`src/rtl/mux_pkg.sv`:
```
// Shared definitions for the arbitrated stream multiplexer: mode constants,
// lock state encoding and the index-width helper.
package mux_pkg;

    localparam logic MODE_FIXED = 1'b0;
    localparam logic MODE_RR    = 1'b1;

    typedef enum logic {
        ST_IDLE   = 1'b0,
        ST_LOCKED = 1'b1
    } state_t;

    // Width needed to index n items, never less than 1.
    function automatic int clog2(input int n);
        int w;
        w = 1;
        while ((1 << w) < n) w++;
        return w;
    endfunction

endpackage

```
`src/rtl/arb_grant_rr.sv`:
```
// Combinational arbiter: one-hot grant to the first request at or after ptr
// (round-robin) or to the lowest-index request (fixed priority).
module arb_grant_rr
    import mux_pkg::*;
#(
    parameter int N = 4,
    localparam int SEL_W = clog2(N)
) (
    input  logic [N-1:0]     req,
    input  logic [SEL_W-1:0] ptr,
    input  logic             mode,
    output logic [N-1:0]     gnt,
    output logic [SEL_W-1:0] idx
);

    logic [SEL_W-1:0] base;
    logic [N-1:0]     req_rot;
    logic [N-1:0]     pick;

    // Rotate the doubled request vector so the search origin sits at bit 0,
    // isolate the lowest set bit, then rotate the pick back into place.
    assign base    = (mode == MODE_RR) ? ptr : '0;
    assign req_rot = N'({req, req} >> base);
    assign pick    = req_rot & (~req_rot + N'(1));
    assign gnt     = N'(({pick, pick} << base) >> N);

    always_comb begin
        // NOTE: default assignment first, so no path leaves idx unassigned and no latch is inferred.
        idx = '0;
        for (int k = 0; k < N; k++) begin
            if (gnt[k]) idx = SEL_W'(k);
        end
    end

endmodule

```
`src/rtl/mux_arb_stream.sv`:
```
// N-channel registered stream multiplexer with internal arbitration and
// packet locking; one output register stage, full throughput.
module mux_arb_stream
    import mux_pkg::*;
#(
    parameter int N     = 4,
    parameter int WIDTH = 32,
    localparam int SEL_W = clog2(N)
) (
    input  logic                 i_clk,
    input  logic                 i_rst,
    input  logic                 i_mode,
    input  logic [N-1:0]         i_valid,
    output logic [N-1:0]         o_ready,
    input  logic [N*WIDTH-1:0]   i_data,
    input  logic [N-1:0]         i_last,
    output logic                 o_valid,
    input  logic                 i_ready,
    output logic [WIDTH-1:0]     o_data,
    output logic [SEL_W-1:0]     o_sel,
    output logic                 o_last
);

    state_t           state;
    state_t           state_nxt;
    logic [SEL_W-1:0] lock_idx;
    logic             lock_mode;
    logic [SEL_W-1:0] ptr;

    logic [N-1:0]     arb_gnt;
    logic [SEL_W-1:0] arb_idx;
    logic [N-1:0]     gnt;
    logic [SEL_W-1:0] gnt_idx;
    logic             ld;
    logic             accept;
    logic             eff_mode;
    logic [WIDTH-1:0] sel_data;
    logic             sel_last;
    logic [SEL_W-1:0] ptr_next;

    arb_grant_rr #(.N(N)) u_arb (
        .req  (i_valid),
        .ptr  (ptr),
        .mode (i_mode),
        .gnt  (arb_gnt),
        .idx  (arb_idx)
    );

    assign ld       = ~o_valid | i_ready;
    assign accept   = |(i_valid & o_ready);
    // The mode that governs the packet in flight: live in IDLE, frozen while locked.
    assign eff_mode = (state == ST_IDLE) ? i_mode : lock_mode;
    assign ptr_next = (gnt_idx == SEL_W'(N - 1)) ? '0 : gnt_idx + SEL_W'(1);

    // State register, lock bookkeeping and round-robin pointer.
    always_ff @(posedge i_clk) begin
        // NOTE: sequential state uses non-blocking assignments so every register samples pre-edge values.
        if (i_rst) begin
            state     <= ST_IDLE;
            lock_idx  <= '0;
            lock_mode <= MODE_FIXED;
            ptr       <= '0;
        end else begin
            state <= state_nxt;
            if (accept && state == ST_IDLE) begin
                lock_idx  <= gnt_idx;
                lock_mode <= i_mode;
            end
            if (accept && sel_last && eff_mode == MODE_RR) ptr <= ptr_next;
        end
    end

    always_comb begin
        state_nxt = state;
        if (accept) state_nxt = sel_last ? ST_IDLE : ST_LOCKED;
    end

    // Grant and per-channel ready.
    always_comb begin
        gnt     = '0;
        gnt_idx = '0;
        if (state == ST_LOCKED) begin
            gnt     = N'(1) << lock_idx;
            gnt_idx = lock_idx;
        end else begin
            gnt     = arb_gnt;
            gnt_idx = arb_idx;
        end
        o_ready = gnt & {N{ld & ~i_rst}};
    end

    always_comb begin
        sel_data = '0;
        sel_last = 1'b0;
        for (int k = 0; k < N; k++) begin
            sel_data = sel_data | (i_data[k*WIDTH +: WIDTH] & {WIDTH{gnt[k]}});
            sel_last = sel_last | (i_last[k] & gnt[k]);
        end
    end

    // Output register: load on accept, drop valid when drained without a refill.
    always_ff @(posedge i_clk) begin
        // NOTE: reset is synchronous, and the data path is cleared too so o_data reads 0 after reset.
        if (i_rst) begin
            o_valid <= 1'b0;
            o_data  <= '0;
            o_sel   <= '0;
            o_last  <= 1'b0;
        end else if (accept) begin
            o_valid <= 1'b1;
            o_data  <= sel_data;
            o_sel   <= gnt_idx;
            o_last  <= sel_last;
        end else if (i_ready) begin
            o_valid <= 1'b0;
        end
    end

endmodule

```
`config.mk`:
```
export PLATFORM = sky130hd
export DESIGN_NAME = mux_arb_stream
export DESIGN_NICKNAME = d
export VERILOG_FILES = /design/src/rtl/mux_pkg.sv /design/src/rtl/arb_grant_rr.sv /design/src/rtl/mux_arb_stream.sv
export SDC_FILE = /design/constraint.sdc
export NUM_CORES = 1
export LEC_CHECK = 0
export CELL_PAD_IN_SITES_DETAIL_PLACEMENT = 0
export CELL_PAD_IN_SITES_GLOBAL_PLACEMENT = 1
export CORE_ASPECT_RATIO = 0.5
export CORE_MARGIN = 1.5
export CORE_UTILIZATION = 28
export DETAILED_ROUTE_END_ITERATION = 10
export GPL_ROUTABILITY_DRIVEN = 0
export PLACE_DENSITY = 0.95
export SLEW_MARGIN = 20
export SYNTH_ARGS = -nofsm -noshare
export SYNTH_HDL_FRONTEND = slang
export SYNTH_SLANG_ARGS = --single-unit
```
`constraint.sdc`:
```
create_clock -name i_clk -period 6.1 [get_ports i_clk]
set_input_delay 0.915 -clock i_clk [delete_from_list [all_inputs] [get_ports i_clk]]
set_output_delay 0.915 -clock i_clk [all_outputs]
set_load 0.005 [all_outputs]
```
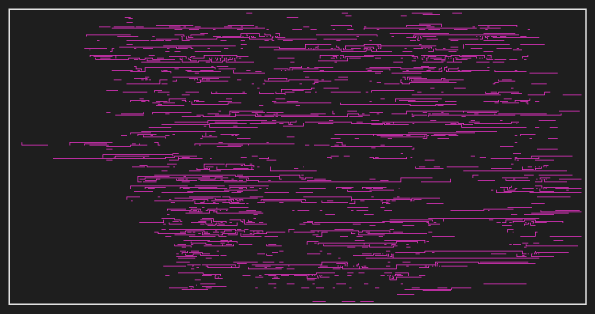
Run 1: the metal 1 layer
(4 px per µm)
longest straight run: 43.2 µm
main direction: horizontal
wire length on this layer: 4220 µm
via count: 3022
drt total wl: 9.85 mm
met1 Resource Use GR: 0.222

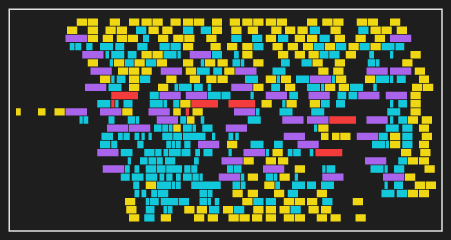
Run 1: placement by cell class
(3 px per µm)
| color | class | cells | share of their area |
|---|---|---|---|
| yellow | other buffers and delay cells | 185 | 40% |
| purple | flip-flops | 42 | 18% |
| cyan | all other logic | 221 | 38% |
| red | clock drivers and dummy loads | 7 | 2.9% |
Final Cell Area: 4720 µm²
Placement Rows: 25
sequential share of cell area: 0.178
core area: 9540 µm²
final design utilization: 0.495

==> impl_metrics.yaml, run 1 <==
# yosys + openroad results
final_timing:
  skew_ns: 0.00415
  min_period_ns: 4.27
  setup_tns_ns: 0
  slew_violations: 0
  fmax_ghz: 0.234
  rsz0062_at_grt: "false"
logic_synthesis:
  synth_cells: 295
  most_common_cell: "dfxtp_1"
  yosysWarningCount: 0
  yosysChipArea_um2: 2780
  postSynthSeqShare: 0.303
  syn_avg_cell_area_um2: 9.41
  yosysTopAreaCell: "dfxtp_1"
cts:
  cts_setup_buffers: 0
  worst_skew_pair.late_latency_ns: 0.28
  cts.sinks: 42
  cts_max_level: 2
grt:
  grt.overflow.total: 0
  antenna_found_initial: 0
  grt_pass1_vias: 2878
power_and_ir_drop:
  total_power_uw: 1170
  leakagePower_uw: 0.00162
  power.density_nw_per_um2: 247
critical_path:
  critical_path.endpoint_type: "primary output"
  worstReg2RegStart: "state"
  crit_type: "in2out"
cells_and_area:
  layout.cells.non_filler: 590
floorplan:
  core_util_floorplan: 0.291
  die_h_um: 73.4
  fp.dieW_um: 144
flow_run:
  warnings: 26
worst_hold_path:
  min_from: "o_sel[0]"
drt:
  drc_errors: 0
  first_iter_violations: 326
  vias_per_cell: 5.12
outcome:
  outcome: "finished clean"
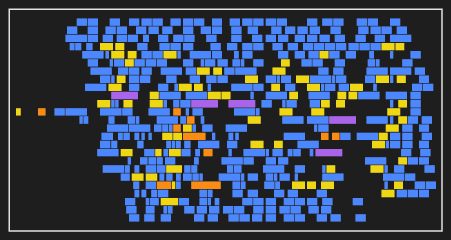
Run 1: cell sizes after repair
(3 px per µm)
| color | size | cells | share |
|---|---|---|---|
| purple | drive 6 and up | 5 | 1.1% |
| yellow | drive 2 | 66 | 15% |
| blue | drive 1 or less | 374 | 82% |
| orange | drive 3 to 4 | 10 | 2.2% |
Final WS setup: 1.83 ns
Non-clk bufs: 185
Syn-to-layout area delta: 70.2%

## run 1: cell type report
class / count / area (µm²)
clock buffers: 7 / 133
multi-input cells: 217 / 1730
inverters: 4 / 15.0
fillers: 888 / 4820
repair buffers: 185 / 1830
well taps: 135 / 169
flip-flops and latches: 42 / 841
## run 1: layout by cell type (no fill, tap or decap), types with 2 or more instances in the layout
| master | n |
|---|---|
| dfxtp_1 | 42 |
| and2_1 | 5 |
| mux2i_1 | 4 |
| a21oi_2 | 27 |
| o21ai_0 | 3 |
| clkbuf_1 | 2 |
| nand2_1 | 4 |
| a211oi_1 | 7 |
| nor3_1 | 3 |
| nor2_1 | 41 |
| nand2b_1 | 7 |
| a21oi_1 | 12 |
| clkbuf_16 | 5 |
| nand3_1 | 5 |
| a211oi_2 | 27 |
| buf_4 | 6 |
| inv_1 | 3 |
| nand3b_1 | 2 |
| nor2b_1 | 4 |
| mux2_2 | 2 |
| clkdlybuf4s50_1 | 178 |
| a222oi_1 | 32 |
| o21ai_1 | 2 |
| nor4bb_1 | 2 |
## run 1: where the power goes
| group | switching (µW) | total [µW] | internal, µW | leakage, µW |
|---|---|---|---|---|
| Clock | 101 | 251 | 150 | 0.0000640 |
| Sequential | 37.8 | 364 | 326 | 0.000346 |
| Combinational | 260 | 552 | 292 | 0.00121 |
| Total | 399 | 1170 | 768 | 0.00162 |
## run 1: per-layer routing
metal / GRT usage / wire [µm] / part of all wire / vias to the layer above
met1: 0.222 / 4220 / 0.43 / 1442
li1: - / - / - / 1484
met4: 0.0385 / 138 / 0.014 / 0
met5: 0 / 0 / 0 / -
met3: 0.0437 / 455 / 0.046 / 12
met2: 0.318 / 5030 / 0.51 / 84
## run 1: metrics by stage
| stage | setup WS (ns) | util |
|---|---|---|
| 2_1_floorplan | 2.90 | - |
| 3_3_place_gp | 1.87 | 0.481 |
| 3_5_place_dp | 1.84 | 0.481 |
| 4_1_cts | 1.83 | 0.495 |
| 5_1_grt | 1.69 | 0.495 |
| 6_report | 1.83 | 0.495 |
## run 1: flip-flops by register name, indices dropped and copies added (netlist names)
register / flops
o_valid: 1
lock_mode: 1
state: 1
o_data: 32
o_sel: 2
lock_idx: 2
ptr: 2
o_last: 1
## run 1: cells by family (layout without fill, tap and decap cells)
logic type,Yosys count,after routing,share of synthesized area
AND-OR/OR-AND,128,128,0.438
buffers and inverters,36,196,0.0798
flip-flops,42,42,0.303
multiplexers,7,7,0.0266
AND/OR/NAND/NOR,82,82,0.152
## run 1: critical path, stage by stage
cell and delay [ns]:
clkdlybuf4s50_1 0.62, nor3_1 0.31, a311oi_2 0.09, o32ai_4 0.34, buf_4 0.39, and2_1 0.17, clkdlybuf4s50_1 0.50
## run 1: path summary, 6_finish.rpt
kind                                   end  cells after the start  slack [ns]
worst min-delay path              o_sel[0]                      2        0.47
worst max-delay path            o_ready[0]                      7        1.83
worst max register to register      ptr[0]                      8        2.70
worst min register to register    o_sel[0]                      2        0.47
==> run 2: changes to the inputs <==
- CORE_UTILIZATION: 28 -> 26
- PLACE_DENSITY: 0.95 -> 0.94
- clock period: 6.1 -> 4.5 ns (I/O delays scaled with it)
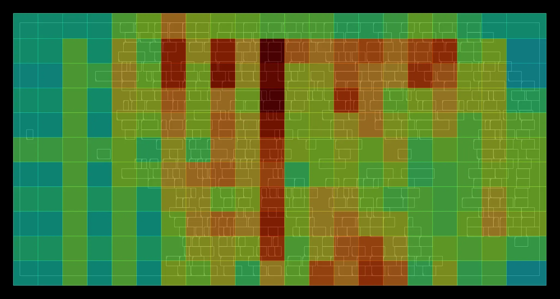
Run 2: congestion heat map
met3 global-route usage: 0.0389
met1 Resource Use GR: 0.204

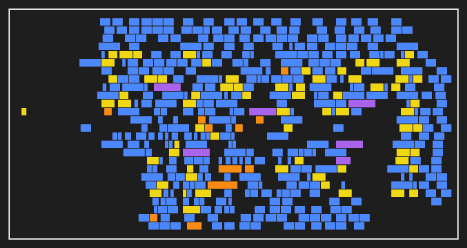
Run 2: cell sizes after repair
(3 px per µm)
| color | size | cells | share |
|---|---|---|---|
| yellow | drive 2 | 67 | 15% |
| purple | drive 6 and up | 6 | 1.3% |
| blue | drive 1 or less | 373 | 82% |
| orange | drive 3 to 4 | 11 | 2.4% |
Final Cell Area: 4750 µm²
Syn-to-layout area delta: 71.2%
Non-clk bufs: 186
Final WS setup: 0.651 ns

==> run 2 against run 1 <==
Effect of this change:
- cell count increased by 1.2%
- critical path depth unchanged
- highest routed layer unchanged
- global-route usage decreased by 0.26 points
- synthesized area unchanged
- largest cell class unchanged
- sequential power increased by 35%
- largest power group unchanged
- non-clock buffer count increased by 1
==> impl_metrics.yaml, run 2 <==
# yosys + openroad results
power_and_ir_drop:
  p_sw_frac: 0.343
  leakagePower_uw: 0.00163
  p_clk_frac: 0.227
  p_comb_frac: 0.467
  power.density_nw_per_um2: 339
  power.switching_uw: 553
  pwr-share-seq: 0.306
drt:
  wl_mm: 10.2
  vias_per_cell: 5.13
  first_iter_violations: 266
  drc_errors: 0
logic_synthesis:
  yosys.area_share.aoi: 0.438
  ys_sh_adder: 0
  yosysTopAreaCell: "dfxtp_1"
  synthMuxAreaShare: 0.0266
  netlist_logic_family_top: "AND-OR/OR-AND gates"
  yosys.area_share.simple: 0.152
  syn_avg_cell_area_um2: 9.41
  ys_sh_xor: 0
cts:
  cts_max_level: 2
  cts.sinks: 42
  cts_setup_buffers: 0
  worst_skew_pair.late_latency_ns: 0.28
grt:
  grt.overflow.total: 0
  grt_pass1_vias: 3123
critical_path:
  critPathTopFamily: "buffers and inverters"
  critPathMaxStageDelay_ns: 0.61
  critPathBufInv: 3
  crit_type: "in2out"
  cp_cell_sequence: "clkdlybuf4s50_1, nor3_1, a311oi_2, o32ai_4, buf_4, and2_1, clkdlybuf4s50_1"
cells_and_area:
  ff_latch_area_um2: 841
  fillCellCount: 1007
  lay_top_cells: "clkdlybuf4s50_1, dfxtp_1, nor2_1"
  largest_reg_flops: 32
  lay_top_count: "clkdlybuf4s50_1"
floorplan:
  core_util_floorplan: 0.270
  rows: 26
outcome:
  outcome: "finished clean"
final_timing:
  min_period_ns: 3.85
  rsz0062_at_grt: "false"
  fmax_ghz: 0.260
  skew_ns: 0.00388
flow_run:
  warnings: 26
## run 2: worst paths after layout
path | startpoint | end | cells past startpoint
max | i_valid[1] | o_ready[0] | 7
min | o_sel[0] | o_sel[0] | 2
max reg2reg | state | o_data[26] | 7
min reg2reg | o_sel[0] | o_sel[0] | 2
## run 2: layout make-up
cell class              count  share of cell area
clock buffers               7              0.0300
clock inverters             1             0.00105
inverters                   4             0.00316
multi-input cells         217               0.365
flip-flops and latches     42               0.177
well taps                 140              0.0369
repair buffers            186               0.387
## run 2: worst register-to-register path, stage by stage (launching register included)
cell	delay [ns]
dfxtp_1	0.64
inv_1	0.29
o32ai_4	0.75
a31oi_4	0.17
nand2_1	0.50
buf_4	0.38
nor2_1	0.10
a211oi_2	0.20
## run 2: cell families after synthesis
kind of cell | count (synthesis)
AND-OR/OR-AND | 128
buffers and inverters | 36
flip-flops | 42
multiplexers | 7
AND/OR/NAND/NOR | 82
## run 2: metal layers
layer  track usage  vias to the layer above  part of all wire
li1              -                     1491                 -
met1         0.204                     1469              0.42
met2         0.326                       88              0.52
met3        0.0389                       16             0.050
met4        0.0495                        0             0.016
met5             0                        -                 0
## run 2: power groups by stage
| stage | Clock, µW | Combinational [µW] | Sequential [µW] |
|---|---|---|---|
| floorplan | 0 | 444 | 488 |
| finish | 365 | 753 | 493 |
| CTS | 377 | 759 | 493 |
| global placement | 0 | 746 | 498 |
| detailed placement | 0 | 755 | 501 |
| global route | 395 | 813 | 503 |
## run 2: metrics by stage
stage,setup slack (ns),hold WS (ns),utilization,instance area [µm²]
2_1_floorplan,1.78,0.448,-,2780
6_report,0.651,0.464,0.462,4750
5_1_grt,0.462,0.493,0.462,4750
3_3_place_gp,0.687,0.441,0.448,4600
3_5_place_dp,0.668,0.454,0.448,4600
4_1_cts,0.656,0.469,0.462,4750
Power and IR drop assume default switching activity.
